### Routed metal, one colour a layer

Drawn at 3 px/µm.
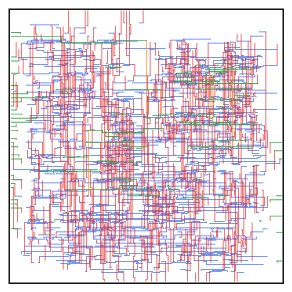
### Congestion heat map

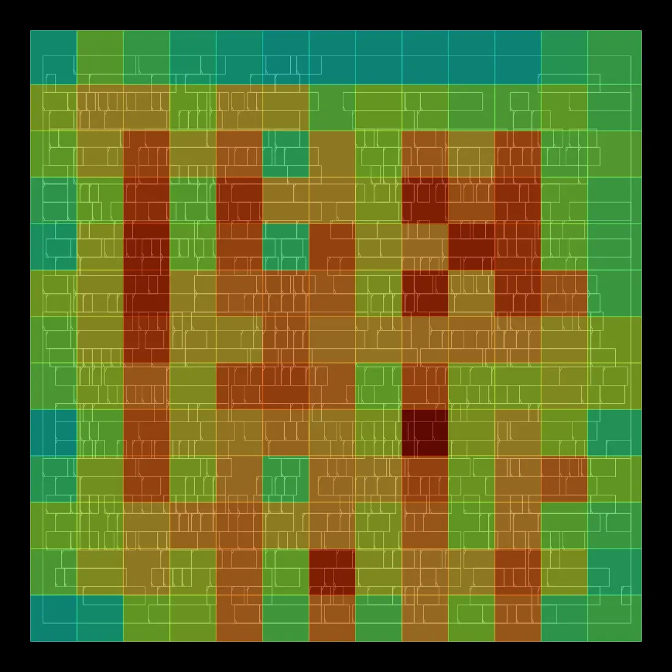
### Routed clock nets over the placement

Drawn at 4 px/µm.
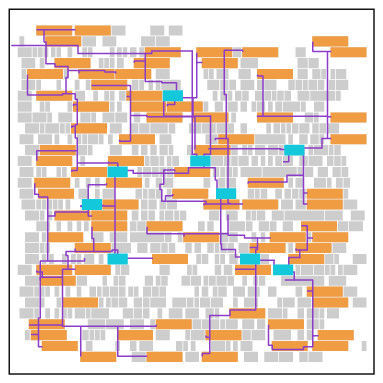
### Sequential cells grouped by signal name

Drawn at 3 px/µm. Other sequential cells in the stronger grey, the rest of the logic in the fainter grey.
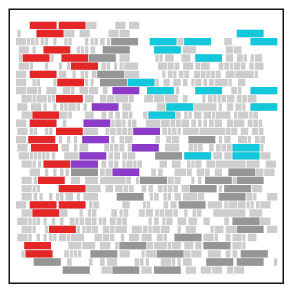
### M3 wires

Drawn at 3 px/µm.
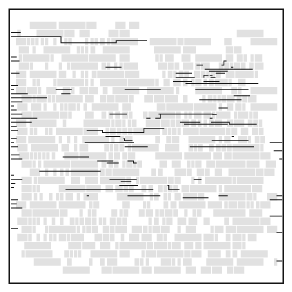
===== config.mk =====
export PLATFORM = sky130hd
export DESIGN_NAME = w25q_page_prog_ctrl
export DESIGN_NICKNAME = d
export VERILOG_FILES = /design/src/rtl/w25q_pkg.sv /design/src/rtl/spi_cs_gap_timer.sv /design/src/rtl/w25q_page_prog_ctrl.sv
export SDC_FILE = /design/constraint.sdc
export NUM_CORES = 1
export LEC_CHECK = 0
export CORE_MARGIN = 1.5
export CORE_UTILIZATION = 59
export DETAILED_ROUTE_END_ITERATION = 12
export HOLD_SLACK_MARGIN = 0.15
export PLACE_DENSITY_LB_ADDON = 0.2
export SYNTH_ARGS = -nofsm -noshare
export SYNTH_HDL_FRONTEND = slang
export SYNTH_SLANG_ARGS = --single-unit

===== constraint.sdc =====
create_clock -name sys_clk -period 5.4 [get_ports sys_clk]
set_input_delay 0.81 -clock sys_clk [delete_from_list [all_inputs] [get_ports sys_clk]]
set_output_delay 0.81 -clock sys_clk [all_outputs]
set_load 0.01 [all_outputs]

===== src/rtl/w25q_pkg.sv =====
// Shared opcodes, status-bit position and sequencer state type for the W25Q page-program controller.
package w25q_pkg;

  localparam logic [7:0] CMD_WREN   = 8'h06;
  localparam logic [7:0] CMD_PP     = 8'h02;
  localparam logic [7:0] CMD_RDSR1  = 8'h05;
  localparam logic [7:0] DUMMY_BYTE = 8'hFF;

  localparam int unsigned SR_WIP_BIT = 0;

  typedef enum logic [3:0] {
    ST_IDLE,
    ST_WREN,
    ST_GAP1,
    ST_PP_CMD,
    ST_PP_ADDR,
    ST_PP_DATA,
    ST_GAP2,
    ST_RDSR_CMD,
    ST_RDSR_POLL,
    ST_FIN,
    ST_ERR
  } state_t;

endpackage


===== src/rtl/spi_cs_gap_timer.sv =====
// Chip-select gap timer: load to CS_GAP, count down to zero, report expiry.
module spi_cs_gap_timer #(
  parameter int unsigned CS_GAP = 4
) (
  input  logic clk,
  input  logic rst,
  input  logic load,
  output logic expired_c
);

  localparam int unsigned CW = (CS_GAP > 0) ? $clog2(CS_GAP + 1) : 1;

  logic [CW-1:0] cnt;

  always_ff @(posedge clk or posedge rst) begin
    if (rst) begin
      cnt <= '0;
    end else if (load) begin
      cnt <= CW'(CS_GAP);
    end else if (cnt != '0) begin
      cnt <= cnt - CW'(1);
    end
  end

  assign expired_c = (cnt == '0);

endmodule


===== src/rtl/w25q_page_prog_ctrl.sv =====
// W25Q page-program sequencer: WREN, PP + address + payload, then RDSR1 polling until WIP clears.
// Optional build macro ADDR_ALIGN_CHECK_EN rejects starts whose payload would cross a page boundary.
module w25q_page_prog_ctrl
  import w25q_pkg::*;
#(
  parameter int unsigned PAGE_BYTES = 256,
  parameter int unsigned POLL_MAX   = 50000,
  parameter int unsigned CS_GAP     = 4
) (
  input  logic        sys_clk,
  input  logic        sys_rst,
  input  logic        start,
  input  logic [23:0] addr,
  output logic        busy,
  output logic        done,
  output logic        error,
  output logic [9:0]  byte_idx,
  input  logic [7:0]  tbl_data,
  output logic        cs_req,
  output logic        tx_valid,
  output logic [7:0]  tx_data,
  input  logic        tx_ready,
  input  logic        rx_valid,
  input  logic [7:0]  rx_data
);

  localparam int unsigned LAST_BYTE = PAGE_BYTES - 1;

  state_t      state, state_d;
  logic        busy_d, done_d, error_d, cs_req_d, tx_valid_d;
  logic [7:0]  tx_data_d;
  logic [7:0]  idx_q, idx_d;
  logic [8:0]  data_cnt_q, data_cnt_d;
  logic [1:0]  addr_cnt_q, addr_cnt_d;
  logic [15:0] poll_cnt_q, poll_cnt_d;
  logic [23:0] addr_q, addr_d;
  logic        pend_q, pend_d;

  logic        accept_c, rx_done_c, issue_c, gap_load_c, gap_expired_c;
  logic        align_fault_c;
  logic [15:0] poll_inc_c;
  logic        status_unused;

`ifdef ADDR_ALIGN_CHECK_EN
  assign align_fault_c = (10'(addr[7:0]) + 10'(PAGE_BYTES)) > 10'd256;
`else
  assign align_fault_c = 1'b0;
`endif

  // Only bit SR_WIP_BIT of the status byte matters here.
  assign status_unused = ^rx_data;

  assign byte_idx = {2'b00, idx_q};

  spi_cs_gap_timer #(
    .CS_GAP(CS_GAP)
  ) u_gap_timer (
    .clk      (sys_clk),
    .rst      (sys_rst),
    .load     (gap_load_c),
    .expired_c(gap_expired_c)
  );

  always_ff @(posedge sys_clk or posedge sys_rst) begin
    if (sys_rst) begin
      state      <= ST_IDLE;
      busy       <= 1'b0;
      done       <= 1'b0;
      error      <= 1'b0;
      cs_req     <= 1'b0;
      tx_valid   <= 1'b0;
      tx_data    <= 8'h00;
      idx_q      <= 8'h00;
      data_cnt_q <= 9'd0;
      addr_cnt_q <= 2'd0;
      poll_cnt_q <= 16'd0;
      addr_q     <= 24'h0;
      pend_q     <= 1'b0;
    end else begin
      state      <= state_d;
      busy       <= busy_d;
      done       <= done_d;
      error      <= error_d;
      cs_req     <= cs_req_d;
      tx_valid   <= tx_valid_d;
      tx_data    <= tx_data_d;
      idx_q      <= idx_d;
      data_cnt_q <= data_cnt_d;
      addr_cnt_q <= addr_cnt_d;
      poll_cnt_q <= poll_cnt_d;
      addr_q     <= addr_d;
      pend_q     <= pend_d;
    end
  end

  always_comb begin
    state_d    = state;
    busy_d     = busy;
    done_d     = 1'b0;
    error_d    = 1'b0;
    cs_req_d   = cs_req;
    tx_valid_d = tx_valid;
    tx_data_d  = tx_data;
    idx_d      = idx_q;
    data_cnt_d = data_cnt_q;
    addr_cnt_d = addr_cnt_q;
    poll_cnt_d = poll_cnt_q;
    addr_d     = addr_q;
    pend_d     = pend_q;
    gap_load_c = 1'b0;
    poll_inc_c = (poll_cnt_q == 16'hFFFF) ? poll_cnt_q : poll_cnt_q + 16'd1;

    // A byte is outstanding from acceptance until its rx_valid; stray rx_valid is ignored.
    accept_c  = tx_valid && tx_ready;
    rx_done_c = pend_q && rx_valid;
    issue_c   = !tx_valid && !pend_q;
    if (accept_c) begin
      tx_valid_d = 1'b0;
      pend_d     = 1'b1;
    end
    if (rx_done_c) begin
      pend_d = 1'b0;
    end

    unique case (state)
      ST_IDLE: begin
        if (start) begin
          addr_d     = addr;
          busy_d     = 1'b1;
          idx_d      = 8'h00;
          data_cnt_d = 9'd0;
          addr_cnt_d = 2'd0;
          poll_cnt_d = 16'd0;
          state_d    = align_fault_c ? ST_ERR : ST_WREN;
        end
      end

      ST_WREN: begin
        cs_req_d = 1'b1;
        if (issue_c) begin
          tx_valid_d = 1'b1;
          tx_data_d  = CMD_WREN;
        end
        if (rx_done_c) begin
          cs_req_d   = 1'b0;
          gap_load_c = 1'b1;
          state_d    = ST_GAP1;
        end
      end

      ST_GAP1: begin
        if (gap_expired_c) state_d = ST_PP_CMD;
      end

      ST_PP_CMD: begin
        cs_req_d = 1'b1;
        if (issue_c) begin
          tx_valid_d = 1'b1;
          tx_data_d  = CMD_PP;
        end
        if (rx_done_c) begin
          addr_cnt_d = 2'd0;
          state_d    = ST_PP_ADDR;
        end
      end

      ST_PP_ADDR: begin
        if (issue_c) begin
          tx_valid_d = 1'b1;
          unique case (addr_cnt_q)
            2'd0:    tx_data_d = addr_q[23:16];
            2'd1:    tx_data_d = addr_q[15:8];
            default: tx_data_d = addr_q[7:0];
          endcase
        end
        if (rx_done_c) begin
          if (addr_cnt_q == 2'd2) state_d = ST_PP_DATA;
          else                    addr_cnt_d = addr_cnt_q + 2'd1;
        end
      end

      ST_PP_DATA: begin
        if (issue_c) begin
          tx_valid_d = 1'b1;
          tx_data_d  = tbl_data;
        end
        // Index holds on the final byte so its upper bits never leave zero.
        if (accept_c && (data_cnt_q != 9'(LAST_BYTE))) begin
          idx_d = idx_q + 8'd1;
        end
        if (rx_done_c) begin
          if (data_cnt_q == 9'(LAST_BYTE)) begin
            idx_d      = 8'h00;
            data_cnt_d = 9'd0;
            cs_req_d   = 1'b0;
            gap_load_c = 1'b1;
            state_d    = ST_GAP2;
          end else begin
            data_cnt_d = data_cnt_q + 9'd1;
          end
        end
      end

      ST_GAP2: begin
        if (gap_expired_c) state_d = ST_RDSR_CMD;
      end

      ST_RDSR_CMD: begin
        cs_req_d = 1'b1;
        if (issue_c) begin
          tx_valid_d = 1'b1;
          tx_data_d  = CMD_RDSR1;
        end
        if (rx_done_c) state_d = ST_RDSR_POLL;
      end

      ST_RDSR_POLL: begin
        if (issue_c) begin
          tx_valid_d = 1'b1;
          tx_data_d  = DUMMY_BYTE;
        end
        if (rx_done_c) begin
          poll_cnt_d = poll_inc_c;
          if (!rx_data[SR_WIP_BIT]) begin
            cs_req_d = 1'b0;
            state_d  = ST_FIN;
          end else if (poll_inc_c >= 16'(POLL_MAX)) begin
            cs_req_d = 1'b0;
            state_d  = ST_ERR;
          end
        end
      end

      ST_FIN: begin
        cs_req_d = 1'b0;
        done_d   = 1'b1;
        busy_d   = 1'b0;
        state_d  = ST_IDLE;
      end

      ST_ERR: begin
        cs_req_d = 1'b0;
        error_d  = 1'b1;
        busy_d   = 1'b0;
        state_d  = ST_IDLE;
      end

      default: state_d = ST_IDLE;
    endcase
  end

endmodule


==> flow_metrics.tcl <==
# implementation run metrics
set metrics [dict create \
    status "finished clean" \
    hold_depth 2 \
    num_io_pins 68 \
    setup_viol 0 \
    hold_class "register to register" \
    setup_tns_ns 0 \
    max_freq_mhz 352 \
    reg2reg_to "poll_cnt_q[3]" \
    cts.sinks 80 \
    rows 31 \
    cts_tree "done" \
    synth_chip_area_um2 4550 \
    wl_met3_um 567 \
    p_leak_uw 0.00230 \
    cp.arrival_ns 3.12 \
    drtPass1Iterations 6 \
    clk_pin_slew_ns 0.09 \
    cap_violations 0 \
    synth_top_area_share_pct 44.0 \
    worst_slew_margin_rel_pct 32.3 \
    r2r_slack_ns 2.62 \
    synthArstFlopShare_pct 100 \
    ctsHoldBuffers 0 \
    cts_buffers 9 \
    synthFlopType "dfrtp_1" \
    drtIter0Drc 233 \
    drive_above_1_share_pct 6.87 \
    worstSetupEndpointType "register" \
    postRouteAntennaNets 0 \
    syn_inst 532 \
    tool_warnings 36 \
    wl_met2_mm 5.08 \
    antenna_found_initial 0 \
    cpPeakStageDelay_ns 0.50 \
    power.density_nw_per_um2 418 \
    fin_nets 630 \
    drc_errors 0 \
    finalHoldViolations 0 \
    post-route-min-period_ns 2.84 \
    enable_flop_cells 0 \
    common_cells "nand2_1 (133), dfrtp_1 (80), o21ai_0 (46)" \
    worst_pin_slew_ns 1.01 \
    r2r_cells 8 \
    cp.required_ns 5.69 \
    ys_seq_share_pct 44.0 \
    postCtsSetupBuffers 0 \
    grt-ovfl-total 0 \
    fp.dieW_um 90.8 \
]
Back to the opening pictures, 'Routed metal, one colour a layer':
- metal 4: orange (wire length 108 µm)
- metal 1: blue (wire length 4550 µm)
- metal 2: red (wire length 5080 µm)
- metal 3: green (wire length 568 µm)
via count: 3956
WL/cell: 15.1 µm
final wirelength: 10.3 mm
GRT Overall Usage: 26.3%

Back to the opening pictures, 'Congestion heat map':
Final Util: 72.3%
Most Crowded Layer GR: met2
GRT met1 Usage: 35.3%
met3 Use GR: 4.55%
M2 GR Usage: 44.1%

Back to the opening pictures, 'Routed clock nets over the placement':
- clock wires: purple (length 1000 µm)
- clock drivers: cyan (count 9)
- flip-flops: orange (count 80)
- routed clock nets: 10
- flops lie: spread over the die
Clk. pwr: 471 µW
final clock skew: 0.0112 ns
clk_lat worst skew: 0.35 ns

Back to the opening pictures, 'Sequential cells grouped by signal name':
- poll_cnt_q: cyan (placed flops 16)
- data_cnt_q: purple (placed flops 9)
- addr_q: red (placed flops 24)
sequential cell area share: 37.6%
P_seq: 925 µW
register area: 2000 µm²

Back to the opening pictures, 'M3 wires':
- main direction: horizontal
- longest straight run: 29.0 µm
- nets with wire on the layer: 74
- share of all routed wire: 5.5%
- wire length on this layer: 568 µm

==> metrics by stage <==
step	worst slack [ns]	utilization, %	hold WS (ns)
after floorplan	2.54	-	0.446
after global placement	2.30	69.4	0.458
after detailed placement	2.22	69.4	0.463
after CTS	2.58	72.3	0.485
after global routing	2.46	72.3	0.509
final	2.56	72.3	0.482
==> layout make-up <==
cell class | count | area [µm²] | area share, %
Multi-Input combinational cell | 412 | 2330 | 43.8
Sequential cell | 80 | 2000 | 37.6
Timing Repair Buffer | 62 | 611 | 11.5
Clock buffer | 11 | 151 | 2.84
Tap cell | 99 | 124 | 2.32
Clock inverter | 5 | 62.6 | 1.17
Inverter | 12 | 45.0 | 0.845
==> placed cells by master (no fill, tap or decap), types with 4 or more instances in the layout <==
cell type	instances
ha_1	8
clkdlybuf4s50_1	58
nor2b_1	5
and3_1	6
o21ai_0	46
nor2_1	40
a221oi_1	6
nor3_1	10
inv_1	11
nand3_1	15
o31ai_1	10
a21oi_1	30
xor2_1	8
xnor2_1	4
o211ai_1	4
and2_1	4
a22oi_1	7
buf_4	4
clkbuf_8	11
nand2b_1	8
dfrtp_1	80
nand4_1	7
nand2_1	133
or3_1	7
==> metal layers <==
layer	GRT usage (%)	vias up
met1	35.3	1852
met4	6.90	0
met3	4.55	13
li1	-	1946
met2	44.1	145
met5	0	-
==> worst max path at each step <==
stage                     depth (start not counted)       endpoint  startpoint
after CTS                                         8       state[1]    rx_valid
after global placement                            8       state[1]    rx_valid
after detailed placement                          8       state[1]    rx_valid
after global routing                              8  poll_cnt_q[3]    state[1]
final                                             8       state[1]    rx_valid
after floorplan                                   1  addr_cnt_q[0]     sys_rst
==> tightest hold or removal path: cells and delay by family, from the launching register on <==
kind / cells / cell delay, ns
flip-flops: 1 / 0.35
AND/OR/NAND/NOR: 2 / 0.10
==> kinds of logic (layout without fill, tap and decap cells) <==
group           after synthesis  in the layout  synth area share (%)
fa+ha+maj                     8              8                  2.20
buf+inv                      41             90                  4.76
other cells                   1              2                0.0825
compound gates              134            134                  19.0
mux                           4              4                 0.908
flops                        80             80                  44.0
simple gates                252            252                  26.7
xor+xnor                     12             12                  2.31
==> state kept, by name, summed over array words and instances, names as in the netlist <==
signal,flops
addr_cnt_q,2
addr_q,24
busy,1
cs_req,1
data_cnt_q,9
done,1
error,1
idx_q,8
pend_q,1
poll_cnt_q,16
state,4
tx_data,8
tx_valid,1
u_gap_timer.cnt,3
==> where the power goes <==
group / total, µW / internal [µW] / switching [µW]
clock: 471 / 241 / 230
combinational: 833 / 347 / 486
sequential: 925 / 759 / 165
No activity file was given, so power comes from the tool's default toggle rates.
